<file path="src/rtl/wr_ddr_data_pkg.sv">
// Shared DDR app-interface constants and write-initiator state encoding.
// WR_DDR_BYTE_MASK_EN widens FIFO entries to carry a per-word byte mask.
package wr_ddr_data_pkg;

   localparam logic [2:0] DDR_CMD_WR    = 3'b000;
   localparam logic [2:0] DDR_CMD_RD    = 3'b001;
   localparam int         DDR_DATA_W    = 512;
   localparam int         DDR_MASK_W    = 64;
   localparam int         DDR_ADDR_W    = 30;
   localparam int         DDR_BURST_LEN = 8;
   localparam int         WR_CNT_W      = 7;

`ifdef WR_DDR_BYTE_MASK_EN
   localparam int WR_FIFO_W = DDR_DATA_W + DDR_MASK_W;
`else
   localparam int WR_FIFO_W = DDR_DATA_W;
`endif

   typedef enum logic [1:0] {
      WR_IDLE  = 2'd0,
      WR_WRITE = 2'd1,
      WR_DONE  = 2'd2
   } wr_state_e;

   // Burst address with natural wrap at the DDR address width.
   function automatic logic [DDR_ADDR_W-1:0] burstAddr(
      input logic [DDR_ADDR_W-1:0] base,
      input logic [WR_CNT_W-1:0]   idx,
      input logic [DDR_ADDR_W-1:0] stride
   );
      logic [DDR_ADDR_W-1:0] idxWide;
      idxWide = {{(DDR_ADDR_W-WR_CNT_W){1'b0}}, idx};
      return base + stride * idxWide;
   endfunction

endpackage

</file>
<file path="src/rtl/wr_ddr_data_fifo.sv">
// Small synchronous FIFO with registered full/empty flags; head is the
// oldest entry and is valid whenever empty_o is low.
module wr_ddr_fifo #(
   parameter int WIDTH = 512,
   parameter int DEPTH = 4
) (
   input  logic             clk,
   input  logic             rst_n,
   input  logic             push_i,
   input  logic [WIDTH-1:0] data_i,
   input  logic             pop_i,
   output logic             full_o,
   output logic             empty_o,
   output logic [WIDTH-1:0] head_o
);

   localparam int PTR_W = (DEPTH > 1) ? $clog2(DEPTH) : 1;
   localparam logic [PTR_W:0] DEPTH_C = DEPTH[PTR_W:0];

   logic [WIDTH-1:0] mem_q [DEPTH];
   logic [PTR_W-1:0] wrPtr_q, rdPtr_q;
   logic [PTR_W:0]   count_q, count_d;
   logic             full_q, empty_q;
   logic             doPush, doPop;

   assign doPush = push_i && !full_q;
   assign doPop  = pop_i && !empty_q;

   always_comb begin
      count_d = count_q;
      if (doPush && !doPop) begin
         count_d = count_q + (PTR_W+1)'(1);
      end else if (doPop && !doPush) begin
         count_d = count_q - (PTR_W+1)'(1);
      end
   end

   // Flags are registered from the next occupancy so they never glitch.
   always_ff @(posedge clk or negedge rst_n) begin
      if (!rst_n) begin
         wrPtr_q <= '0;
         rdPtr_q <= '0;
         count_q <= '0;
         full_q  <= 1'b0;
         empty_q <= 1'b1;
      end else begin
         if (doPush) wrPtr_q <= wrPtr_q + PTR_W'(1);
         if (doPop)  rdPtr_q <= rdPtr_q + PTR_W'(1);
         count_q <= count_d;
         full_q  <= (count_d == DEPTH_C);
         empty_q <= (count_d == '0);
      end
   end

   always_ff @(posedge clk) begin
      if (doPush) mem_q[wrPtr_q] <= data_i;
   end

   assign full_o  = full_q;
   assign empty_o = empty_q;
   assign head_o  = mem_q[rdPtr_q];

endmodule

</file>
<file path="src/rtl/wr_ddr_data.sv">
// DDR write initiator: buffers producer words and issues one wdf beat plus one
// write command per word. Optional WR_DDR_BYTE_MASK_EN adds wr_data_mask.
module wr_ddr_data
   import wr_ddr_data_pkg::*;
#(
   parameter int FIFO_DEPTH  = 4,
   parameter int ADDR_STRIDE = 8
) (
   input  logic                  clk,
   input  logic                  rst_n,
   input  logic                  wr_start,
   input  logic [DDR_ADDR_W-1:0] wr_addr,
   input  logic [WR_CNT_W-1:0]   wr_burst_num,
   input  logic                  wr_data_valid,
   input  logic [DDR_DATA_W-1:0] wr_data,
`ifdef WR_DDR_BYTE_MASK_EN
   input  logic [DDR_MASK_W-1:0] wr_data_mask,
`endif
   output logic                  wr_data_rdy,
   output logic                  wr_done,
   output logic                  wr_busy,
   input  logic                  ddr_rdy,
   input  logic                  ddr_wdf_rdy,
   output logic                  ddr_en,
   output logic [2:0]            ddr_cmd,
   output logic [DDR_ADDR_W-1:0] ddr_addr,
   output logic [DDR_DATA_W-1:0] ddr_wdf_data,
   output logic                  ddr_wdf_wren,
   output logic                  ddr_wdf_end,
   output logic [DDR_MASK_W-1:0] ddr_wdf_mask
);

   localparam logic [DDR_ADDR_W-1:0] STRIDE_C = DDR_ADDR_W'(ADDR_STRIDE);

   wr_state_e             state_q, state_d;
   logic [DDR_ADDR_W-1:0] base_q, base_d;
   logic [WR_CNT_W-1:0]   num_q, num_d;
   logic [WR_CNT_W-1:0]   inCnt_q, inCnt_d;
   logic [WR_CNT_W-1:0]   datCnt_q, datCnt_d;
   logic [WR_CNT_W-1:0]   cmdCnt_q, cmdCnt_d;

   logic                  writing;
   logic                  fifoFull, fifoEmpty;
   logic                  wordAcc, beatAcc, cmdAcc;
   logic [WR_FIFO_W-1:0]  fifoIn, fifoHead;
   logic [DDR_DATA_W-1:0] headData;
   logic [DDR_MASK_W-1:0] headMask;

   assign writing = (state_q == WR_WRITE);

   // Ready uses the registered full flag, so a same-cycle pop frees space only next cycle.
   assign wr_data_rdy  = writing && !fifoFull && (inCnt_q < num_q);
   assign ddr_wdf_wren = writing && !fifoEmpty && (datCnt_q < num_q);
   assign ddr_wdf_end  = ddr_wdf_wren;
   assign ddr_en       = writing && (cmdCnt_q < datCnt_q);
   assign ddr_cmd      = DDR_CMD_WR;
   assign wr_busy      = (state_q != WR_IDLE);

   assign wordAcc = wr_data_valid && wr_data_rdy;
   assign beatAcc = ddr_wdf_wren && ddr_wdf_rdy;
   assign cmdAcc  = ddr_en && ddr_rdy;

   assign ddr_addr     = ddr_en ? burstAddr(base_q, cmdCnt_q, STRIDE_C) : '0;
   assign ddr_wdf_data = ddr_wdf_wren ? headData : '0;

`ifdef WR_DDR_BYTE_MASK_EN
   assign fifoIn       = {wr_data_mask, wr_data};
   assign headData     = fifoHead[DDR_DATA_W-1:0];
   assign headMask     = fifoHead[WR_FIFO_W-1:DDR_DATA_W];
   assign ddr_wdf_mask = ddr_wdf_wren ? headMask : '0;
`else
   assign fifoIn       = wr_data;
   assign headData     = fifoHead;
   assign headMask     = '0;
   assign ddr_wdf_mask = headMask;
`endif

   wr_ddr_fifo #(
      .WIDTH (WR_FIFO_W),
      .DEPTH (FIFO_DEPTH)
   ) u_fifo (
      .clk     (clk),
      .rst_n   (rst_n),
      .push_i  (wordAcc),
      .data_i  (fifoIn),
      .pop_i   (beatAcc),
      .full_o  (fifoFull),
      .empty_o (fifoEmpty),
      .head_o  (fifoHead)
   );

   // Job sequencing: the job ends only once every command has been accepted.
   always_comb begin
      state_d  = state_q;
      base_d   = base_q;
      num_d    = num_q;
      inCnt_d  = inCnt_q;
      datCnt_d = datCnt_q;
      cmdCnt_d = cmdCnt_q;
      wr_done  = 1'b0;
      unique case (state_q)
         WR_IDLE: begin
            if (wr_start) begin
               base_d   = wr_addr;
               num_d    = wr_burst_num;
               inCnt_d  = '0;
               datCnt_d = '0;
               cmdCnt_d = '0;
               state_d  = (wr_burst_num == '0) ? WR_DONE : WR_WRITE;
            end
         end
         WR_WRITE: begin
            if (wordAcc) inCnt_d  = inCnt_q + WR_CNT_W'(1);
            if (beatAcc) datCnt_d = datCnt_q + WR_CNT_W'(1);
            if (cmdAcc)  cmdCnt_d = cmdCnt_q + WR_CNT_W'(1);
            if (cmdCnt_q == num_q) state_d = WR_DONE;
         end
         WR_DONE: begin
            wr_done = 1'b1;
            state_d = WR_IDLE;
         end
         default: state_d = WR_IDLE;
      endcase
   end

   always_ff @(posedge clk or negedge rst_n) begin
      if (!rst_n) begin
         state_q  <= WR_IDLE;
         base_q   <= '0;
         num_q    <= '0;
         inCnt_q  <= '0;
         datCnt_q <= '0;
         cmdCnt_q <= '0;
      end else begin
         state_q  <= state_d;
         base_q   <= base_d;
         num_q    <= num_d;
         inCnt_q  <= inCnt_d;
         datCnt_q <= datCnt_d;
         cmdCnt_q <= cmdCnt_d;
      end
   end

endmodule

</file>
<file path="config.mk">
export PLATFORM = sky130hd
export DESIGN_NAME = wr_ddr_data
export DESIGN_NICKNAME = d
export VERILOG_FILES = /design/src/rtl/wr_ddr_data_pkg.sv /design/src/rtl/wr_ddr_data_fifo.sv /design/src/rtl/wr_ddr_data.sv
export SDC_FILE = /design/constraint.sdc
export NUM_CORES = 2
export LEC_CHECK = 0
export CAP_MARGIN = 40
export CORE_MARGIN = 2
export CORE_UTILIZATION = 35
export CTS_CLUSTER_DIAMETER = 100
export DETAILED_ROUTE_END_ITERATION = 16
export HOLD_SLACK_MARGIN = 0.12
export PLACE_DENSITY_LB_ADDON = 0.2
export SYNTH_ARGS = -nofsm -noshare
export SYNTH_HDL_FRONTEND = slang
export SYNTH_SLANG_ARGS = --single-unit
</file>
<file path="constraint.sdc">
create_clock -name clk -period 44.8 [get_ports clk]
set_input_delay 13.44 -clock clk [delete_from_list [all_inputs] [get_ports clk]]
set_output_delay 13.44 -clock clk [all_outputs]
set_load 0.05 [all_outputs]
</file>
**Clock wiring as the flow saved it**

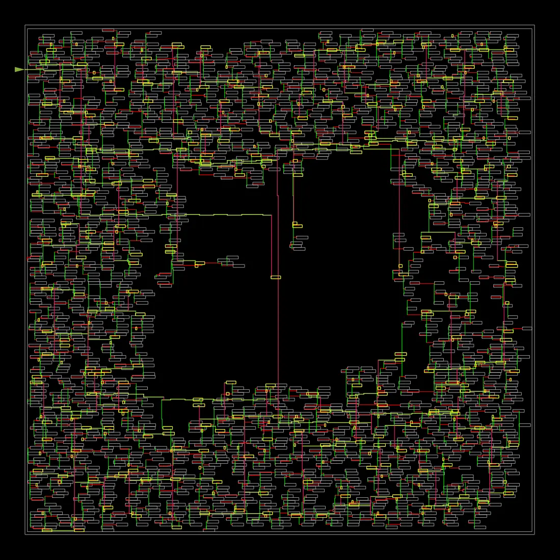
Clk Latency, worst-skew pair: 830 ps
TritonCTS Sinks: 2117
worst setup skew after layout: 50.7 ps
flop count: 2117
power drawn by the clock network: 0.00180 W

**Close-up of the layout**

Window x 351 to 381, y 107 to 137 um. Cells in gray, sequential cells in the stronger gray; small squares are vias.
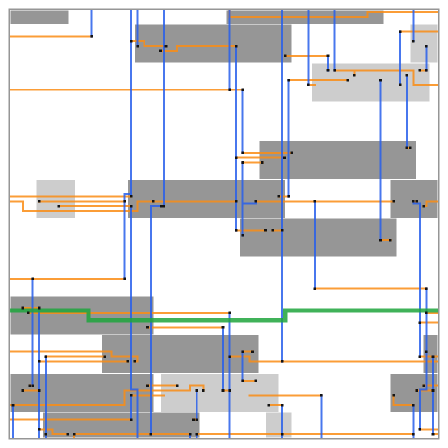
metal 2: in blue. metal 1: in orange. metal 3: in green.
Netlist names of flops here include u_fifo.mem_q (8). 13 logic cells have their middle in the window. Most frequent: edfxtp_1 (8), mux4_2 (2). Sequential cells in the window: 8.

==> results.txt <==
The layout was made with Yosys and OpenROAD.

The run finished with clean final reports. For reference, the mux area share after synthesis is 14.1%. The total of max-cap violations is 0. Setup slack closes at 25700 ps. OpenROAD emitted warnings numbering 49. TritonCTS built the clock tree.

The largest single stage delay on the critical path is 920 ps. Pins over their slew limit in the final report were tallied at 0. The routed design shows a via density per instance of 4.90. The yosys synthesis warning count is 0. The post-CTS clock slew at the launch and capture registers of the worst setup and hold paths is 60 ps. After technology mapping, the gate count stands at 3821. The proportion of layout cells with a drive suffix above 1 is 18.1%.

The relative slew slack is 29.5%. In the post-route report, total wirelength is listed as 218000 um. For this design, Yosys synthesis ends with a cell count of 3821. The static power due to leakage is 34.1 nW. In this run the standard cell core region covers 233000 um^2. The largest net degree at the start of global routing is 120. The layout net count is 5637. After Yosys synthesis, full adders, half adders and majority gates account for 0.544% of the synthesized area.

In this run the core area contains 177 standard-cell rows. The area of the multi-input gates is 17500 um^2. The final hold slack is 477 ps. The commonest register cell is sky130_fd_sc_hd__edfxtp_1.

The number of gates resized after CTS was 0. Per the breakdown, switching nets consume 41.4% of all power. Per the cell usage report, the commonest logic cells after layout are sky130_fd_sc_hd__edfxtp_1 (2048), sky130_fd_sc_hd__clkdlybuf4s50_1 (1101), sky130_fd_sc_hd__and2_1 (519), sky130_fd_sc_hd__mux4_2 (512), sky130_fd_sc_hd__clkbuf_16 (224). Counting flops with an async set or reset pin after synthesis yields a share of 3.26%. The most common cell after layout, fill and taps aside is sky130_fd_sc_hd__edfxtp_1. The internal portion of the total power is 0.00504 W. For this design, the CTS-stage hold fixing added 0 buffers. The vertical die size is 488 um. The total of flip-flops plus latches after synthesis is 2117.

The cell sitting at the root of the clock tree is a sky130_fd_sc_hd__clkbuf_16. The cell family contributing the most delay on the critical path is buffers and inverters. The final report gives the core utilization as 44.9%.

The die footprint is 238000 um^2. The required time reported for the critical path endpoint is 31360 ps. The critical path contains buffers and inverters numbering 4 combined. The type of origin of the critical path is a flip-flop. Setup repair after global routing left no endpoint under its margin.

The via count is 40800. The H-tree generated during clock tree synthesis spans 4 levels. The top fanout value on the critical path is 96.
==> sequential cells by signal, summed over array words and instances (netlist names), 3 cells and up <==
name            flops
base_q             30
cmdCnt_q            7
datCnt_q            7
inCnt_q             7
num_q               7
u_fifo.count_q      3
u_fifo.mem_q     2048
==> metrics by stage <==
stage	instance area (um^2)	total power [W]
after global routing	104000	0.00896
after CTS	104000	0.00874
final	104000	0.00859
after global placement	96200	0.00685
after floorplan	82100	0.00554
after detailed placement	97000	0.00691
==> power groups by stage <==
| stage | Clock, W | Sequential, W | Combinational (W) |
|---|---|---|---|
| final | 0.00180 | 0.00265 | 0.00414 |
| after global routing | 0.00193 | 0.00268 | 0.00434 |
| after CTS | 0.00186 | 0.00266 | 0.00422 |
| after detailed placement | 0 | 0.00270 | 0.00421 |
| after global placement | 0 | 0.00270 | 0.00416 |
| after floorplan | 0 | 0.00287 | 0.00268 |
==> worst paths after layout <==
path                                         from             endpoint  slack (ps)  cells after the start
worst min register to register          base_q[1]            base_q[1]         480                      2
max in group asynchronous                   rst_n    u_fifo.rdPtr_q[1]       31600                      2
worst max-delay path            u_fifo.rdPtr_q[0]    ddr_wdf_data[481]       25700                      6
worst max register to register           num_q[4]  u_fifo.mem_q[3][22]       39250                     13
worst min-delay path                    base_q[1]            base_q[1]         480                      2
min in group asynchronous                   rst_n           base_q[11]       12550                      1
==> final cells by class <==
| type | count | share of cell area [%] |
|---|---|---|
| Antenna cell | 44 | 0.106 |
| Clock buffer | 261 | 5.50 |
| Clock inverter | 156 | 1.40 |
| Inverter | 25 | 0.0899 |
| Multi-Input combinational cell | 1487 | 16.8 |
| Sequential cell | 2117 | 60.6 |
| Tap cell | 3043 | 3.65 |
| Timing Repair Buffer | 1193 | 11.9 |
==> cells in the mapped netlist (13+ instances only) <==
master	count	area (um^2)
sky130_fd_sc_hd__o21ai_0	24	120
sky130_fd_sc_hd__a21oi_1	13	65.1
sky130_fd_sc_hd__inv_1	25	93.8
sky130_fd_sc_hd__dfrtp_1	68	1700
sky130_fd_sc_hd__ha_1	34	425
sky130_fd_sc_hd__buf_4	70	526
sky130_fd_sc_hd__mux4_2	512	11500
sky130_fd_sc_hd__buf_2	57	285
sky130_fd_sc_hd__clkbuf_1	83	312
sky130_fd_sc_hd__buf_1	48	180
sky130_fd_sc_hd__nand4_1	17	106
sky130_fd_sc_hd__edfxtp_1	2048	61500
sky130_fd_sc_hd__xor2_1	15	131
sky130_fd_sc_hd__nand3_1	15	75.1
sky130_fd_sc_hd__nor2_1	29	109
sky130_fd_sc_hd__and2_1	524	3280
sky130_fd_sc_hd__xnor2_1	16	140
sky130_fd_sc_hd__nand2_1	120	450
==> per-layer routing <==
metal / global-route usage [%] / part of all wire, % / vias up
li1: - / - / 17800
met1: 21.6 / 38 / 21200
met2: 28.9 / 49 / 1291
met3: 7.45 / 9.5 / 384
met4: 6.67 / 2.9 / 88
met5: 0 / 0.26 / -
Power is estimated from default activity; no workload was simulated.
